[src/rtl/i2c_seq_pkg.sv]
`default_nettype none
// ============================================================================
// Module   : i2c_seq_pkg
// Brief    : Shared state encoding and default parameters for the I2C
//            register-read sequencer.
// Revision : 1.0 - initial release
// ============================================================================
package i2c_seq_pkg;

    localparam int c_timeout_cyc_default = 64;
    localparam int c_len_w_default       = 3;

    typedef enum logic [2:0] {
        ST_IDLE    = 3'd0,
        ST_W_ADDR  = 3'd1,
        ST_W_REG   = 3'd2,
        ST_RESTART = 3'd3,
        ST_R_ADDR  = 3'd4,
        ST_R_DATA  = 3'd5,
        ST_FINISH  = 3'd6,
        ST_ABORT   = 3'd7
    } state_t;

endpackage
`default_nettype wire

[src/rtl/i2c_seq_wdog.sv]
`default_nettype none
// ============================================================================
// Module   : i2c_seq_wdog
// Brief    : Cycle watchdog; flags the TIMEOUT_CYC-th enabled cycle since clear.
// Revision : 1.0 - initial release
// ============================================================================
module i2c_seq_wdog #(
    parameter int TIMEOUT_CYC = 64
) (
    input  logic clk,
    input  logic reset,
    input  logic clear,
    input  logic enable,
    output logic expired
);

    localparam int                 c_cnt_w = $clog2(TIMEOUT_CYC + 1);
    localparam logic [c_cnt_w-1:0] c_last  = c_cnt_w'(TIMEOUT_CYC - 1);
    localparam logic [c_cnt_w-1:0] c_one   = c_cnt_w'(1);

    logic [c_cnt_w-1:0] r_cnt;

    always_ff @(posedge clk) begin
        if (!reset) begin
            r_cnt <= '0;
        end else if (clear) begin
            r_cnt <= '0;
        end else if (enable && (r_cnt != c_last)) begin
            r_cnt <= r_cnt + c_one;
        end
    end

    // High during the final permitted cycle; the owner decides whether an ack rescues it.
    assign expired = enable && (r_cnt == c_last);

endmodule
`default_nettype wire

[src/rtl/i2c_reg_seq.sv]
`default_nettype none
// ============================================================================
// Module   : i2c_reg_seq
// Brief    : Sequences an I2C register read (write pointer, repeated start,
//            burst read) on a byte-level master, with a per-byte watchdog.
// Revision : 1.0 - initial release
// ============================================================================
module i2c_reg_seq
    import i2c_seq_pkg::*;
#(
    parameter int TIMEOUT_CYC = c_timeout_cyc_default,
    parameter int LEN_W       = c_len_w_default
) (
    input  logic             clk,
    input  logic             reset,
    input  logic             req,
    input  logic [6:0]       dev_addr,
    input  logic [7:0]       reg_addr,
    input  logic [LEN_W-1:0] rd_len,
    output logic             busy,
    output logic [7:0]       rd_data,
    output logic             rd_valid,
    output logic             done,
    output logic             nack_err,
    output logic [6:0]       m_address,
    output logic [7:0]       m_register,
    output logic             m_mode,
    output logic             m_en,
    output logic             m_start,
    output logic             m_repeat_start,
    output logic             m_stop,
    input  logic             m_ack,
    input  logic [7:0]       m_data
);

    localparam int                 c_cnt_w   = LEN_W + 1;
    localparam logic [c_cnt_w-1:0] c_one     = c_cnt_w'(1);
    localparam logic [c_cnt_w-1:0] c_len_max = c_cnt_w'(2 ** LEN_W);

    state_t             r_state;
    state_t             w_state_nxt;
    logic [c_cnt_w-1:0] r_cnt;
    logic [c_cnt_w-1:0] w_cnt_nxt;
    logic [c_cnt_w-1:0] w_len_full;
    logic [LEN_W-1:0]   r_len;
    logic [6:0]         r_addr;
    logic [7:0]         r_reg;
    logic [7:0]         r_rd_data;
    logic               r_busy, r_en, r_start, r_rstart, r_stop, r_mode;
    logic               r_done, r_nack, r_rd_valid;
    logic               w_mode_nxt;
    logic               w_wait;
    logic               w_expired;

    assign w_wait     = (r_state == ST_W_ADDR) || (r_state == ST_W_REG) ||
                        (r_state == ST_R_ADDR) || (r_state == ST_R_DATA);
    assign w_len_full = (r_len == '0) ? c_len_max : {1'b0, r_len};

    i2c_seq_wdog #(
        .TIMEOUT_CYC (TIMEOUT_CYC)
    ) u_wdog (
        .clk     (clk),
        .reset   (reset),
        .clear   ((r_state == ST_IDLE) || (w_wait && m_ack)),
        .enable  (w_wait),
        .expired (w_expired)
    );

    always_ff @(posedge clk) begin
        if (!reset) begin
            r_state <= ST_IDLE;
        end else begin
            r_state <= w_state_nxt;
        end
    end

    // An ack always wins over a simultaneous watchdog expiry.
    always_comb begin
        w_state_nxt = r_state;
        w_cnt_nxt   = r_cnt;
        case (r_state)
            ST_IDLE: begin
                if (req) w_state_nxt = ST_W_ADDR;
            end
            ST_W_ADDR: begin
                if (m_ack)          w_state_nxt = ST_W_REG;
                else if (w_expired) w_state_nxt = ST_ABORT;
            end
            ST_W_REG: begin
                if (m_ack)          w_state_nxt = ST_RESTART;
                else if (w_expired) w_state_nxt = ST_ABORT;
            end
            ST_RESTART: begin
                w_state_nxt = ST_R_ADDR;
            end
            ST_R_ADDR: begin
                if (m_ack) begin
                    w_state_nxt = ST_R_DATA;
                    w_cnt_nxt   = w_len_full;
                end else if (w_expired) begin
                    w_state_nxt = ST_ABORT;
                end
            end
            ST_R_DATA: begin
                if (m_ack) begin
                    w_cnt_nxt = r_cnt - c_one;
                    if (r_cnt == c_one) w_state_nxt = ST_FINISH;
                end else if (w_expired) begin
                    w_state_nxt = ST_ABORT;
                end
            end
            ST_FINISH, ST_ABORT: begin
                w_state_nxt = ST_IDLE;
            end
            default: begin
                w_state_nxt = ST_IDLE;
            end
        endcase
    end

    always_comb begin
        w_mode_nxt = r_mode;
        case (w_state_nxt)
            ST_IDLE, ST_W_ADDR, ST_W_REG: w_mode_nxt = 1'b0;
            ST_RESTART:                   w_mode_nxt = 1'b1;
            default:                      w_mode_nxt = r_mode;
        endcase
    end

    // Outputs are registered from the next state so they align with the state register.
    always_ff @(posedge clk) begin
        if (!reset) begin
            r_cnt      <= '0;
            r_len      <= '0;
            r_addr     <= '0;
            r_reg      <= '0;
            r_rd_data  <= '0;
            r_busy     <= 1'b0;
            r_en       <= 1'b0;
            r_start    <= 1'b0;
            r_rstart   <= 1'b0;
            r_stop     <= 1'b0;
            r_mode     <= 1'b0;
            r_done     <= 1'b0;
            r_nack     <= 1'b0;
            r_rd_valid <= 1'b0;
        end else begin
            r_cnt      <= w_cnt_nxt;
            r_busy     <= (w_state_nxt != ST_IDLE);
            r_en       <= (w_state_nxt != ST_IDLE);
            r_start    <= (r_state == ST_IDLE) && req;
            r_rstart   <= (w_state_nxt == ST_RESTART);
            r_mode     <= w_mode_nxt;
            r_stop     <= (w_state_nxt == ST_ABORT) ||
                          ((w_state_nxt == ST_R_DATA) && (w_cnt_nxt == c_one));
            r_done     <= (w_state_nxt == ST_FINISH) || (w_state_nxt == ST_ABORT);
            r_nack     <= (w_state_nxt == ST_ABORT);
            r_rd_valid <= (r_state == ST_R_DATA) && m_ack;
            if ((r_state == ST_R_DATA) && m_ack) begin
                r_rd_data <= m_data;
            end
            if ((r_state == ST_IDLE) && req) begin
                r_addr <= dev_addr;
                r_reg  <= reg_addr;
                r_len  <= rd_len;
            end
        end
    end

    assign busy           = r_busy;
    assign rd_data        = r_rd_data;
    assign rd_valid       = r_rd_valid;
    assign done           = r_done;
    assign nack_err       = r_nack;
    assign m_address      = r_addr;
    assign m_register     = r_reg;
    assign m_mode         = r_mode;
    assign m_en           = r_en;
    assign m_start        = r_start;
    assign m_repeat_start = r_rstart;
    assign m_stop         = r_stop;

endmodule
`default_nettype wire

[config.mk]
export PLATFORM = sky130hd
export DESIGN_NAME = i2c_reg_seq
export DESIGN_NICKNAME = d
export VERILOG_FILES = /design/src/rtl/i2c_seq_pkg.sv /design/src/rtl/i2c_seq_wdog.sv /design/src/rtl/i2c_reg_seq.sv
export SDC_FILE = /design/constraint.sdc
export NUM_CORES = 1
export LEC_CHECK = 0
export ABC_AREA = 1
export ABC_CLOCK_PERIOD_IN_PS = 1800
export CAP_MARGIN = 40
export CELL_PAD_IN_SITES_DETAIL_PLACEMENT = 0
export CELL_PAD_IN_SITES_GLOBAL_PLACEMENT = 1
export CORE_ASPECT_RATIO = 0.7
export CORE_UTILIZATION = 39
export CTS_BUF_LIST = sky130_fd_sc_hd__clkbuf_8
export CTS_CLUSTER_SIZE = 25
export DETAILED_ROUTE_END_ITERATION = 8
export DONT_BUFFER_PORTS = 1
export GPL_ROUTABILITY_DRIVEN = 0
export PLACE_DENSITY = 0.76
export SLEW_MARGIN = 20
export SYNTH_ARGS = -nofsm -noshare
export SYNTH_HDL_FRONTEND = slang
export SYNTH_SLANG_ARGS = --single-unit
[constraint.sdc]
create_clock -name clk -period 1.8 [get_ports clk]
set_input_delay 0.27 -clock clk [delete_from_list [all_inputs] [get_ports clk]]
set_output_delay 0.27 -clock clk [all_outputs]
set_load 0.02 [all_outputs]
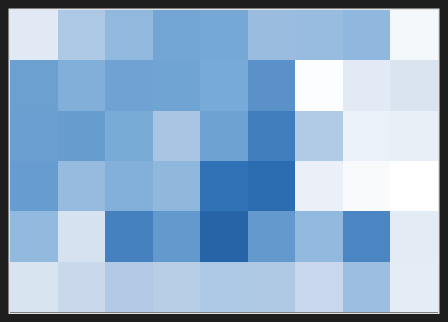
Run 1: placement density heat map
The die is cut into 9 by 6 equal tiles; white is low, dark blue is high, 0 to 100% covered.
The emptiest ninth of the die: right middle. The mean over all tiles is 38%. 3.7% of the tiles are over 75% full. 3.7% of the tiles are nearly empty. The fullest tile reaches 80%.
Initial Util: 40.55%
Util after Layout: 43.76%
Core ar.: 5258 µm²

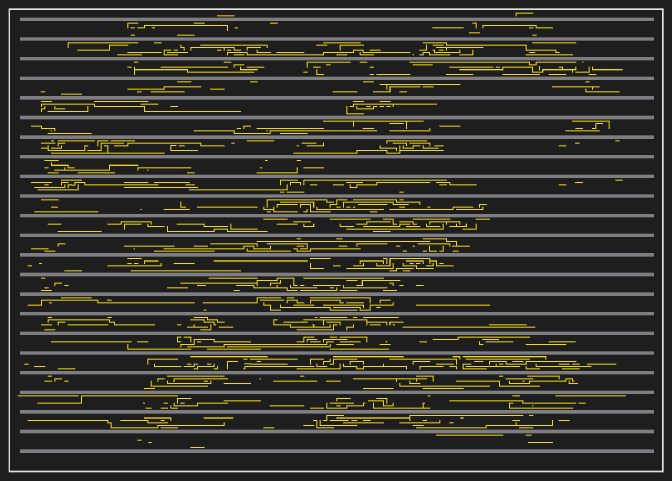
Run 1: M1 wires
Supply wires on this layer in gray.
The layer holds 49% of the routed length. The wires run mostly horizontal. The layer carries 2310 µm of wire. The longest straight run is 23.9 µm. 307 nets have wire on it.
vias: 1827
drt total wl: 4735 µm

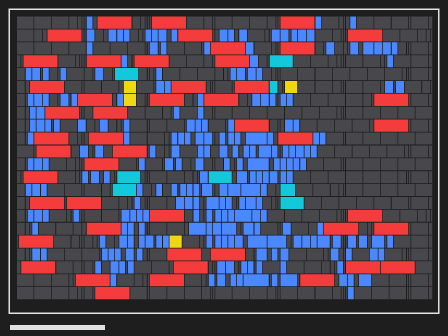
Run 1: placed cells, one color a class
The bar under the picture is 20 µm long. Fill, decap, tap and diode cells in gray.
Red is flip-flops, cells 48, share of their area 43%. Cyan is clock drivers and dummy loads, cells 8, share of their area 4.4%. Blue is all other logic, cells 245, share of their area 51%. Yellow is other buffers and delay cells, cells 4, share of their area 1.4%.
Final Cell Area: 2301 µm²
# rows: 22

==> results.yml, run 1 <==
# flow metrics
status:
  status: "finished clean"
setup_path:
  cp_slowest_stage_delay_ns: 0.38
  crit_chain: "ha_2, nand3_1, nor2_4, nand3_1, nand2_1, nand2_1, nand2_1, inv_1, nand2_1, nand2_1"
sta:
  min_period_ns: 1.586
  fin_setup_tns_ns: 0
  final-setup-viol-count: 0
  relSlewSlack_pct: 73.81
  hold_viol: 0
  tightest_slew_ns: 0.3923
  fmax_mhz: 630.4
pwr:
  pwr-share-seq_pct: 56.7
  swShare_pct: 28.44
  power_leader: "sequential cells"
  p_comb_mw: 0.193
  p_leak_nw: 0.9418
  p_seq_mw: 1.17
  peakVddDrop_uv: 407.5
  p_per_area_nw_per_um2: 900.4
logic_synthesis:
  avgSynthCellArea_um2: 7.013
  ff_type: "dfxtp_1"
  synthTopLogicFamily: "simple AND/OR/NAND/NOR gates"
  ys_warn_count: 0
  adder_share_pct: 1.761
  yosys-mux-area-fraction_pct: 0
  yosys.area_share.simple_pct: 33.22
  synth.distinct_cells: 22
  edf_count: 0
  ys_seq_share_pct: 45.07
  ys_chip_area_um2: 2132
clocking:
  worstSkewPairLatency_ns: 0.31
  path_clk_slew_ns: 0.09
  post-cts-setup-buffers: 0
  cts_inserted_buffers: 5
  cts_sinks: 48
drt:
  avgRoutedWirePerCell_um: 12.56
  routed.top_layer: "met4"
grt:
  grtUsageMet1_pct: 24.29
  grt_pass1_vias: 1684
  grt_antenna_before_repair: 0
  busiest_layer: "met1"
final_layout:
  layout-drive-gt1-share_pct: 9.508
  stdcell_count: 377
run:
  drv_cap: 0
min_path:
  hold_path.class: "in -> reg"
-- run 1: final timing paths --
check	end	from	cells after the start
worst min register to register	u_wdog.r_cnt[6]	u_wdog.r_cnt[6]	2
worst min-delay path	r_cnt[2]	reset	2
worst max register to register	m_mode	u_wdog.r_cnt[0]	10
worst max-delay path	m_mode	u_wdog.r_cnt[0]	10
-- run 1: worst max-delay path, delay by kind of cell, from the launching register on --
kind	cells	cell delay (ns)
adder cells (fa/ha/maj)	1	0.23
AND/OR/NAND/NOR	8	0.79
buffers and inverters	1	0.09
flip-flops	1	0.38
-- run 1: cell type report --
class	count	area, µm²	area share, %
inverter	31	116.4	5.057
multi-input combinational	214	1007	43.77
sequential	48	960.9	41.76
clock buffer	6	82.58	3.589
clock inverter	2	13.76	0.5982
timing repair buffer	4	30.03	1.305
tap	72	90.09	3.915
==> inputs of run 2 (changes only) <==
- CTS_CLUSTER_SIZE: 25 -> 8
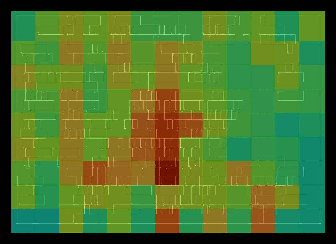
Run 2: congestion heat map
met3 Use GR: 8.214%
WL/cell: 12.56 µm
M2 GR Usage: 23.38%
GRT met1 Usage: 24.29%
GRT Resource Usage Total: 17.41%

==> run 2 against run 1 <==
Compared with the run above: setup slack is the same; critical path depth is the same; flip-flop count is the same.
==> results.yml, run 2 <==
# flow metrics
setup_path:
  crit_path_start: "u_wdog.r_cnt[0]"
  worstPathMaxFanout: 4
  cp_slowest_stage_delay_ns: 0.38
  crit_path_end: "m_mode"
  path_delay_family: "simple AND/OR/NAND/NOR gates"
  critPathBufInv: 1
  rr_startpoint: "u_wdog.r_cnt[0]"
  regToRegEndpoint: "m_mode"
  critical_path_depth: 10
  startpoint_type: "register"
  rr_worst_depth: 10
  cp-end-kind: "register"
  crit_chain: "ha_2, nand3_1, nor2_4, nand3_1, nand2_1, nand2_1, nand2_1, inv_1, nand2_1, nand2_1"
die:
  core_region_area_um2: 5258
  fp_util_pct: 40.55
  num_tap_cells: 72
  rows: 22
  io_pins: 62
pwr:
  total_power_mw: 2.072
  p_leak_nw: 0.9418
  peakVddDrop_uv: 407.5
  p_per_area_nw_per_um2: 900.4
final_layout:
  seq_area_share_pct: 41.76
  layout.nonclk_buf_share_pct: 1.305
  n_all_inverters: 31
  clkCellAreaFrac_pct: 4.187
  area_delta_synth_final_pct: 7.923
  final_area_um2: 2301
  buffers: 4
  final_core_utilization_pct: 43.76
  nMultiInputCombCells: 214
  largest_class: "combinational gates"
  mi_logic_area_um2: 1007
  layout-drive-gt1-share_pct: 9.508
  clockBufferCount: 6
  stdcell_count: 377
  sh_comb_area_pct: 43.77
  seq_cell_count: 48
  regArea_um2: 960.9
  fillers: 549
logic_synthesis:
  top_area_cell: "dfxtp_1"
  ys_chip_area_um2: 2132
  avgSynthCellArea_um2: 7.013
  netlist_area_um2: 2132
  yosys_cells: 304
  synth.distinct_cells: 22
  ys_warn_count: 0
  ff_type: "dfxtp_1"
  numSynthFlops: 48
  synth_nets: 337
  ys_seq_share_pct: 45.07
  edf_count: 0
min_path:
  whs_path_depth: 2
  min_from: "reset"
  hold_path.class: "in -> reg"
  min_to: "r_cnt[2]"
clocking:
  cts_inserted_buffers: 5
  post-cts-setup-buffers: 0
  worstSkewPairLatency_ns: 0.31
  path_clk_slew_ns: 0.09
  cts_sinks: 48
run:
  warnings: 27
  drv_cap: 0
sta:
  fmax_mhz: 630.4
  fin_setup_tns_ns: 0
  drv_slew: 0
  tightest_slew_ns: 0.3923
  final-setup-viol-count: 0
  relSlewSlack_pct: 73.81
  hold_viol: 0
  min_period_ns: 1.586
placed_design:
  dpl_cell_area_um2: 2197
  dpl_worst_slack_ns: 0.2022
drt:
  routed.top_layer: "met4"
  first_pass_iters: 4
  vias: 1827
  dr_wl_met2_um: 1859
  routed_wl_um: 4735
status:
  status: "finished clean"
grt:
  grt_pass1_vias: 1684
  grt_antenna_before_repair: 0
==> run 2: cell counts after synthesis <==
No cell type changed its count.
==> run 2: metal layers <==
metal / global-route usage (%) / up-vias
li1: - / 962
met1: 24.29 / 785
met2: 23.38 / 78
met3: 8.214 / 2
met4: 5.242 / 0
met5: 0 / -
==> run 2: cells by family after synthesis <==
| kind of cell | share of synthesized area (%) |
|---|---|
| and+or+nand+nor | 33.22 |
| AOI/OAI and AO/OA | 11.91 |
| buffers and inverters | 8.040 |
| DFF | 45.07 |
| adders and majority gates | 1.761 |
==> run 2: report_power, final <==
group          switching, mW  internal, mW
Clock                  0.389         0.315
Combinational          0.129        0.0636
Sequential            0.0708          1.10
Total                  0.589          1.48
==> inputs of run 3 (changes only) <==
- ABC_CLOCK_PERIOD_IN_PS: 1800 -> not set
- RECOVER_POWER: not set -> 25
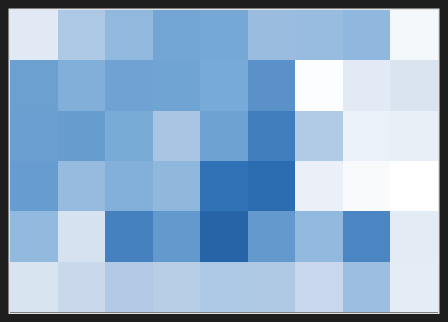
Run 3: placement density heat map
The die is cut into 9 by 6 equal tiles; white is low, dark blue is high, 0 to 100% covered.
The fullest tile reaches 80%. The densest ninth of the die: middle. 3.7% of the tiles are nearly empty. 3.7% of the tiles are over 75% full. The emptiest ninth of the die: right middle. The mean over all tiles is 38%.

==> run 3 against run 2 <==
Compared with the run above: synthesized cell count unchanged; largest cell class unchanged; largest power group unchanged; flip-flop count did not move; first-iteration DRC count unchanged; register-to-register slack hardly changed.
==> results.yml, run 3 <==
# flow metrics
die:
  num_tap_cells: 72
  rows: 22
  io_pins: 62
setup_path:
  rr_worst_depth: 10
  rr_startpoint: "u_wdog.r_cnt[0]"
  critPathBufInv: 1
  crit_path_end: "m_mode"
  cp-end-kind: "register"
  startpoint_type: "register"
  worstPathMaxFanout: 4
  crit_chain: "ha_2, nand3_1, nor2_4, nand3_1, nand2_1, nand2_1, nand2_1, inv_1, nand2_1, nand2_1"
  cp_slowest_stage_delay_ns: 0.38
  crit_path_start: "u_wdog.r_cnt[0]"
  path_delay_family: "simple AND/OR/NAND/NOR gates"
  regToRegEndpoint: "m_mode"
  critical_path_depth: 10
  critPathRequiredTime_ns: 2.01
logic_synthesis:
  common_cells: "89 x nand2_1, 48 x dfxtp_1, 33 x a21oi_1"
  ys_seq_share_pct: 45.07
  ys_chip_area_um2: 2132
  edf_count: 0
  synth_nets: 337
  synth.distinct_cells: 22
  ys_warn_count: 0
  yosys_cells: 304
  top_area_cell: "dfxtp_1"
  avgSynthCellArea_um2: 7.013
  ff_type: "dfxtp_1"
sta:
  fin_setup_tns_ns: 0
  min_period_ns: 1.586
  drv_slew: 0
  fmax_mhz: 630.4
  relSlewSlack_pct: 73.81
  tightest_slew_ns: 0.3923
  final-setup-viol-count: 0
  hold_viol: 0
grt:
  grt_pass1_vias: 1684
  track_usage_pct: 17.41
  grt_antenna_before_repair: 0
clocking:
  cts_inserted_buffers: 5
  post-cts-setup-buffers: 0
  path_clk_slew_ns: 0.09
  cts_sinks: 48
  worstSkewPairLatency_ns: 0.31
min_path:
  hold_path.class: "in -> reg"
  min_from: "reset"
  whs_path_depth: 2
  min_to: "r_cnt[2]"
drt:
  avgRoutedWirePerCell_um: 12.56
  vias: 1827
  routed_wl_um: 4735
  first_pass_iters: 4
status:
  status: "finished clean"
final_layout:
  seq_area_share_pct: 41.76
  sh_comb_area_pct: 43.77
  area_delta_synth_final_pct: 7.923
  layout.nonclk_buf_share_pct: 1.305
  n_all_inverters: 31
  final_area_um2: 2301
  seq_cell_count: 48
  regArea_um2: 960.9
  stdcell_count: 377
  mi_logic_area_um2: 1007
  final_core_utilization_pct: 43.76
  fillers: 549
  clkCellAreaFrac_pct: 4.187
  nMultiInputCombCells: 214
  layout-drive-gt1-share_pct: 9.508
  buffers: 4
  clockBufferCount: 6
pwr:
  power_frac_clock_pct: 34.0
  total_power_mw: 2.072
  swShare_pct: 28.44
  p_leak_nw: 0.9418
  pwr-share-seq_pct: 56.7
  internal_power_mw: 1.483
  peakVddDrop_uv: 407.5
  switchingPower_mw: 0.5892
  combPwrFrac_pct: 9.3
run:
  warnings: 27
  drv_cap: 0
placed_design:
  dpl_worst_slack_ns: 0.2022
  dpl_cell_area_um2: 2197
==> run 3: cell counts in the layout (fill, tap and decap cells not counted) <==
Identical to the previous run, type by type.
==> run 3: cell families after synthesis <==
logic type	count (synthesis)	share of synthesized area (%)
flops	48	45.07
compound gates	47	11.91
buf+inv	42	8.040
simple gates	164	33.22
fa+ha+maj	3	1.761
==> run 3: per-layer routing <==
metal / global-route usage, % / part of all wire [%]
met5: 0 / 0
met4: 5.242 / 0.61
met2: 23.38 / 39
met3: 8.214 / 11
met1: 24.29 / 49
==> run 3: power groups by stage <==
stage	Sequential, mW	Combinational, mW	Clock, mW
final	1.17	0.193	0.704
after global routing	1.18	0.224	0.773
after CTS	1.18	0.194	0.726
after detailed placement	1.20	0.194	0
after global placement	1.20	0.196	0
after floorplan	1.19	0.174	0
Power and IR drop assume default switching activity.
